==> config.mk <==
export PLATFORM = sky130hd
export DESIGN_NAME = even_bcd_counter_flat
export DESIGN_NICKNAME = d
export VERILOG_FILES = /design/src/rtl/even_bcd_counter_pkg.sv /design/src/rtl/even_bcd_counter_if.sv /design/src/rtl/even_bcd_counter_sync_edge.sv /design/src/rtl/even_bcd_counter.sv /design/src/flat_wrapper.sv
export SDC_FILE = /design/constraint.sdc
export NUM_CORES = 1
export LEC_CHECK = 0
export CAP_MARGIN = 0
export CORE_MARGIN = 3
export CORE_UTILIZATION = 40
export CTS_CLUSTER_SIZE = 8
export DETAILED_ROUTE_END_ITERATION = 16
export PLACE_DENSITY = 0.64
export REMOVE_ABC_BUFFERS = 1
export SETUP_SLACK_MARGIN = 0.3
export SYNTH_ARGS = -nofsm -noshare
export SYNTH_HDL_FRONTEND = slang
export SYNTH_SLANG_ARGS = --single-unit
==> constraint.sdc <==
create_clock -name clk -period 4.1 [get_ports clk]
set_input_delay 0.82 -clock clk [delete_from_list [all_inputs] [get_ports clk]]
set_output_delay 0.82 -clock clk [all_outputs]
set_load 0.02 [all_outputs]
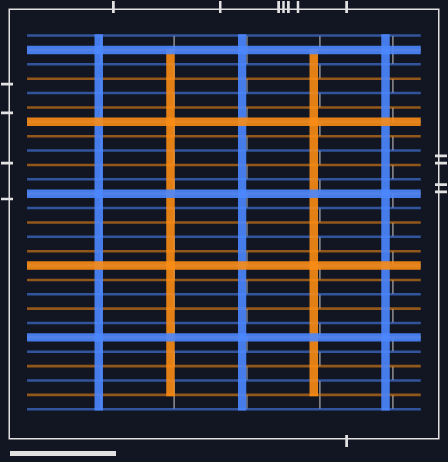
run_1/power_grid.png
Scale bar: 20 um. Pins as bars on the die edge. Tap cells in gray.
net	color
VSS	blue
VDD	orange
rows	26
met5 straps	5
tap cells	70
signal pins	16
Die Height: 81.0 um
area of the core: 5270 um2
Peak VDD IR: 0.251 mV
Horiz. Die Dim: 81.0 um

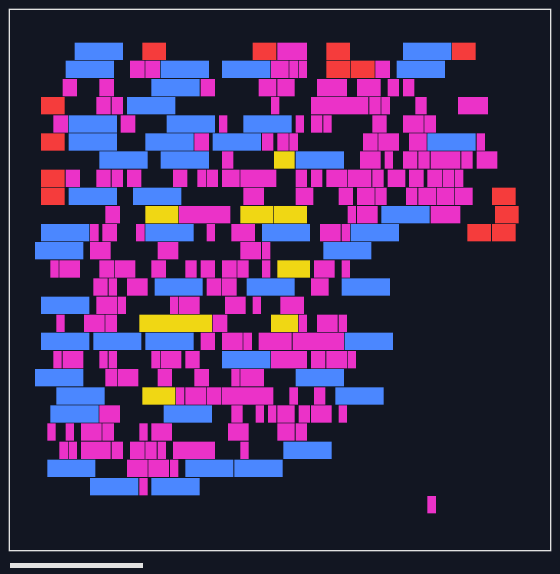
run_1/placement_by_type.png
Scale bar: 20 um.
class	color	cells	share of their area
combinational and other logic	magenta	184	50%
remaining buffers and delay cells	red	14	5.7%
clock drivers and dummy loads	yellow	8	4.8%
sequential cells	blue	48	39%
fraction of area in registers: 0.377
post-route standard cell area excluding fillers: 2550 um2
final core utilization: 0.484
number of standard-cell rows in the floorplan: 26

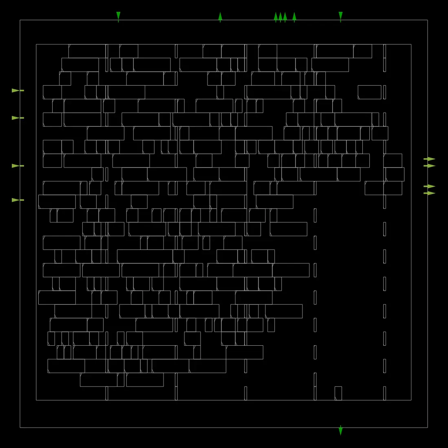
run_1/placement.png
flop count: 48
post-route insts no fill: 324
Fill cells: 516
Well Taps: 70

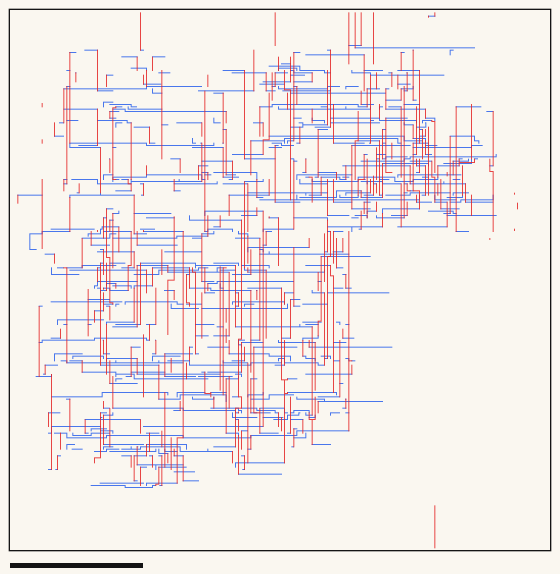
run_1/wires.png
Scale bar: 20 um. Two of the layers only.
layer	color	wire length
metal 2	red	1690 um
metal 1	blue	1980 um
global routing usage summed across all routing layers: 0.132
drt total wl: 3840 um

==> run notes, run 1 <==
Here are the numbers from the latest Yosys + OpenROAD run.

The later pin in the worst-skew pair is clocked with a latency of 0.29 ns. The largest area contributor in the netlist is sky130_fd_sc_hd__dfxtp_1. Among all stages on the critical path, the maximum delay recorded is 0.74 ns.

The post-synthesis compound-gate area fraction came out at 0.109. The relative slew slack came out at 0.624. For reference, the top cells by area after synthesis are sky130_fd_sc_hd__dfxtp_1, sky130_fd_sc_hd__xor2_1, sky130_fd_sc_hd__nor2_1. The cell depth of the worst flop-to-flop path is 7. The sum of buffers and inverters on the critical path came out at 1. The number of warnings in the stage logs is 28. The yosys synthesis warning count came out at 0. The relative area change from synthesis to final layout is 13.3%. The final setup violation count is 0. The number of vias in the routed layout is 1654.

In the routed layout, each cell is associated on average with a via count of 5.10. The initial antenna violation count is 0. In the synthesized netlist the dominant register cell turns out to be sky130_fd_sc_hd__dfxtp_1.

Setup repair after global routing left no endpoint under its margin. The setup clock skew after layout is 0.00388 ns. The clock network fraction of total power came out at 0.409. Traced cell by cell, the critical path runs through clkdlybuf4s50_1, o21a_1, nand3_2, a21oi_1. Based on the critical path, the design can be clocked at up to 0.432 GHz. The required time at the worst-slack endpoint came out at 4.32 ns. The cell area power density came out at 337 nW/um2. The final timing report lists a max-slew violation count of 0. The iteration tally of the first detailed-router pass is 4. The buffer_ports step reported a buffer count of 14.

The worst reg-to-reg setup slack came out at 2.20 ns. The worst hold-check path type is reg -> reg. The cell leakage power is 0.000892 uW.

The global-route congestion overflow total is 0. The flow ran to the end, and the final reports show no timing, DRC or antenna violations. The reported max-cap violation count is 0. The sequential fraction of the synthesis area came out at 0.427. In this run the deepest clock path goes through 2 buffers. The clock tree root driver cell is sky130_fd_sc_hd__clkbuf_8. The switching component of the power is 184 uW. The area of the mapped netlist is 2250 um2.

The maximum fanout encountered on the critical timing path is 26. The net total in the final layout came out at 265. The post-route minimum period came out at 2.32 ns. The worst hold slack after final layout came out at 0.445 ns.

The final hold violation count came out at 0. Before CTS, the worst setup slack after placement is 1.42 ns. The count of instantiated cells in the yosys netlist is 241.

Grouping stages by cell kind, the critical path spends the most delay in buffers and inverters. The netlist uses 49 different library cells.
==> run 1: through the flow <==
step | cells | area, um2 | power (uW)
after floorplan | 232 | 2200 | 506
after global placement | 316 | 2430 | 518
after detailed placement | 316 | 2430 | 519
after CTS | 324 | 2550 | 873
after global routing | 324 | 2550 | 896
final | 324 | 2550 | 859
==> run 1: Yosys cell counts (all sizes together), types with 4 or more instances <==
library cell / count
xnor2: 4
nor3: 8
ha: 6
buf: 4
and2: 7
clkbuf: 5
nand2: 13
inv: 6
a21oi: 10
a211oi: 4
nor2b: 5
xor2: 19
nor2: 30
dfxtp: 48
nand4: 11
nand2b: 8
nand3: 13
o21ai: 6
o31ai: 5
and3: 6
==> run 1: kinds of logic after synthesis <==
logic type / Yosys count
simple gates: 112
flops: 48
compound gates: 35
xor+xnor: 23
buf+inv: 15
fa+ha+maj: 6
other cells: 1
mux: 1
==> run 1: worst reg2reg max path: cells and delay by family, from the launching register on <==
kind / cells / cell delay [ns]
simple gates: 2 / 0.59
compound gates: 3 / 0.50
flops: 1 / 0.36
fa+ha+maj: 1 / 0.27
buf+inv: 1 / 0.13
==> run 1: power by group through the flow <==
stage	combinational [uW]	clock, uW	sequential (uW)
6_report	29.2	352	478
5_1_grt	33.1	384	479
4_1_cts	29.6	365	478
3_5_place_dp	29.5	0	489
3_3_place_gp	29.2	0	489
2_1_floorplan	16.9	0	489
==> run 1: cells in the final DEF, fill, tap and decap left out, drive strengths merged, types with 2 or more instances in the layout <==
cell / synthesis / routed
a211oi: 4 / 4
o211ai: 2 / 2
nand2: 13 / 13
nor2b: 5 / 5
nor4b: 2 / 2
xor2: 19 / 19
nor3: 8 / 8
and2: 7 / 7
o31ai: 5 / 5
and4: 2 / 2
nand2b: 8 / 8
a21oi: 10 / 10
nor4: 2 / 2
and3: 6 / 6
inv: 6 / 8
ha: 6 / 6
o21ai: 6 / 6
nand4: 11 / 11
nand3: 13 / 13
clkdlybuf4s50: 0 / 14
clkbuf: 5 / 5
xnor2: 4 / 4
nor2: 30 / 30
dfxtp: 48 / 48
==> run 1: per-layer routing <==
metal | vias to the layer above | GRT usage | routed length (um) | part of all wire
li1 | 867 | - | - | -
met1 | 759 | 0.186 | 1980 | 0.52
met2 | 26 | 0.200 | 1690 | 0.44
met3 | 2 | 0.0255 | 142 | 0.037
met4 | 0 | 0.0490 | 25 | 0.0065
met5 | - | 0 | 0 | 0
==> run 1: area by class of cell <==
class	count	area, um2
fill	516	2720
multi-input combinational	178	1220
sequential	48	961
timing repair buffer	14	140
tap	70	87.6
clock buffer	5	68.8
clock inverter	3	50.0
inverter	6	22.5
--- run 2 (diff from run 1) ---
- clock period: 4.1 -> 2.21 ns (I/O delays scaled with it)
==> run 2 against run 1 <==
Compared with the run above: sequential share of layout area decreased by 0.60 points; first-iteration DRC count is 28% higher; synthesized cell count unchanged; hold slack worse by 0.0038 ns; sequential power grew 86%; power grew 86%; register-to-register slack got worse by 1.8 ns; sequential cell count did not move; largest power group unchanged; highest routed layer unchanged.
==> run notes, run 2 <==
Here are the numbers from the latest Yosys + OpenROAD run.

The flow ran to the end, and the final reports show no timing, DRC or antenna violations. The longest incremental delay of any stage on the critical path is reported as 0.64 ns. The power report puts the leakage power at 0.000962 uW. Ranked by total cell area, the synthesized netlist is headed by sky130_fd_sc_hd__dfxtp_1, sky130_fd_sc_hd__xor2_1, sky130_fd_sc_hd__nor2_1. On the critical path the largest part of the delay comes from buffers and inverters. The relative slew slack is 0.591. The final timing report lists a max-slew violation count of 0. Per the layout area report, the register area comes to 965 um2. The combinational cell area excluding buffers and inverters came out at 1250 um2. The average vias per placed instance is 5.18. The number of cells reported by Yosys stat comes to 241. Per the cell usage report, the commonest logic cell in the layout is sky130_fd_sc_hd__dfxtp_1. The final report lists the setup-violating endpoint count as 0. After synthesis, the most frequently instantiated cells are sky130_fd_sc_hd__dfxtp_1, sky130_fd_sc_hd__nor2_1, sky130_fd_sc_hd__xor2_1. Relative to the synthesized area, the layout overhead comes to 15.6%. The initial antenna violation count was 0.

The area of the mapped netlist came out at 2250 um2. The first TritonRoute pass finished after 4 iterations. In the final design database the tool counted 267 nets. Summed over all layers, the global routing overflow is 0. The worst-case reg-to-reg setup slack stands at 0.38 ns. The cell sequence reported for the critical path is clkdlybuf4s50_1. In this run the standard cell core region covers 5270 um2. The maximum fanout encountered on the critical timing path came out at 10.

STA reports the tightest min-delay check as being of type reg -> reg. OpenROAD emitted warnings numbering 29.
-- run 2: cell count changes in the layout (fill, tap and decap cells not counted), moves of 2 or more --
cell                              before  now
sky130_fd_sc_hd__clkdlybuf4s50_1      14   10
sky130_fd_sc_hd__dfxtp_1              48   45
sky130_fd_sc_hd__a21oi_4               0    2
sky130_fd_sc_hd__a21oi_2               2    0
sky130_fd_sc_hd__dfxtp_2               0    3
sky130_fd_sc_hd__dlymetal6s2s_1        0    3
sky130_fd_sc_hd__buf_4                 0    2
-- run 2: kinds of logic (layout without fill, tap and decap cells) --
| logic type | Yosys count | in the layout | synth area share |
|---|---|---|---|
| simple gates | 112 | 112 | 0.304 |
| flops | 48 | 48 | 0.427 |
| compound gates | 35 | 35 | 0.109 |
| xor+xnor | 23 | 23 | 0.0895 |
| buf+inv | 15 | 30 | 0.0306 |
| fa+ha+maj | 6 | 6 | 0.0334 |
| other cells | 1 | 1 | 0.00167 |
| mux | 1 | 1 | 0.00445 |
-- run 2: through the flow --
| stage | worst slack (ns) | power, uW | cells | cell area [um2] | utilization |
|---|---|---|---|---|---|
| detailed placement | 0.355 | 965 | 318 | 2450 | 0.464 |
| floorplan | 0.396 | 939 | 232 | 2200 | - |
| global route | 0.233 | 1650 | 326 | 2600 | 0.494 |
| CTS | 0.306 | 1610 | 326 | 2560 | 0.486 |
| finish | 0.362 | 1590 | 326 | 2600 | 0.494 |
| global placement | 0.383 | 965 | 318 | 2450 | 0.464 |
-- run 2: area by class of cell --
| type | instances | area share |
|---|---|---|
| Clock inverter | 3 | 0.0178 |
| Timing Repair Buffer | 16 | 0.0620 |
| Tap cell | 70 | 0.0337 |
| Clock buffer | 5 | 0.0265 |
| Inverter | 6 | 0.00866 |
| Sequential cell | 48 | 0.371 |
| Multi-Input combinational cell | 178 | 0.481 |
-- run 2: power breakdown --
group	switching (uW)	internal, uW
combinational	30.1	27.5
clock	309	341
sequential	9.54	878
-- run 2: per-layer routing --
layer	global-route usage	wire length (um)
met1	0.202	2090
met2	0.200	1860
met3	0.0344	134
met4	0.0591	80
met5	0	0
-- run 2: repair_timing --
item | CTS | global route
setup buffers | 0 | 0
gates resized | 3 | 9
gates cloned | 0 | 0
setup endpoints to repair | 3 | 34
hold buffers | 0 | 0
pin swaps | 0 | 0
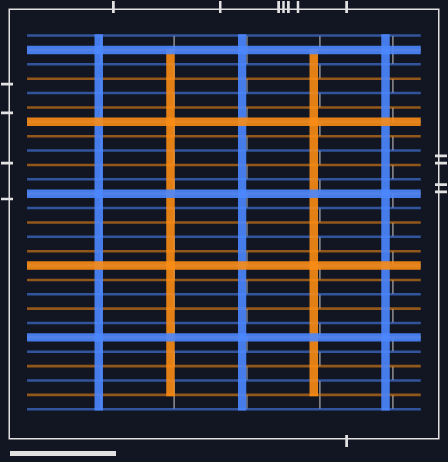
run_2/power_grid.png
Scale bar: 20 um. Pins as bars on the die edge. Tap cells in gray.
Peak VDD IR: 0.424 mV

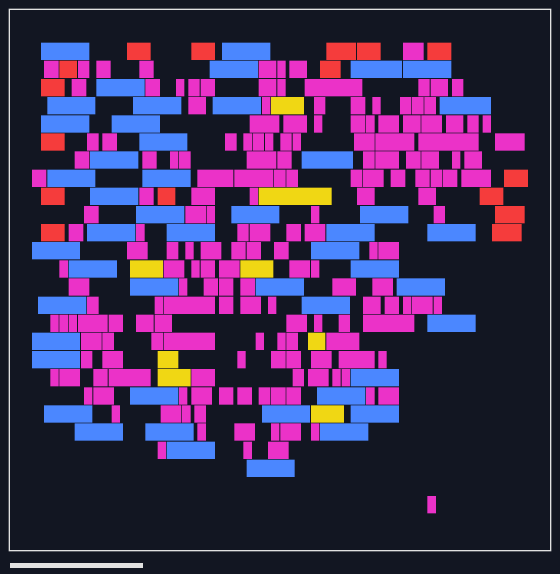
run_2/placement_by_type.png
Scale bar: 20 um.
class	color	cells	share of their area
remaining buffers and delay cells	red	16	6.4%
sequential cells	blue	48	38%
clock drivers and dummy loads	yellow	8	4.6%
combinational and other logic	magenta	184	51%
final core utilization: 0.494
fraction of area in registers: 0.371

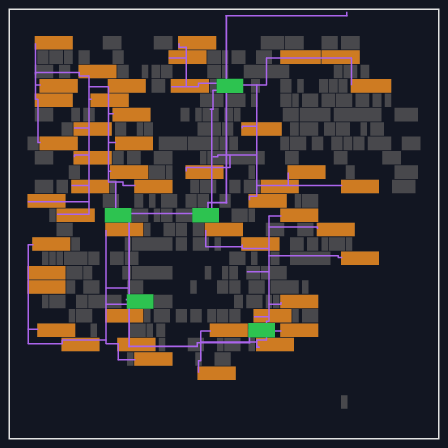
run_2/clk_routes.png
[clock wires] purple | length: 592 um
[clock drivers] green | count: 5
[flip-flops] orange | count: 48
routed clock nets	6
flops lie	all over the die
clock network power consumption: 649 uW
clock power share: 0.407
Clk Latency, worst-skew pair: 0.31 ns
final clock skew: 0.00882 ns

Power figures rest on the tool's default switching activity, not on a simulated workload.
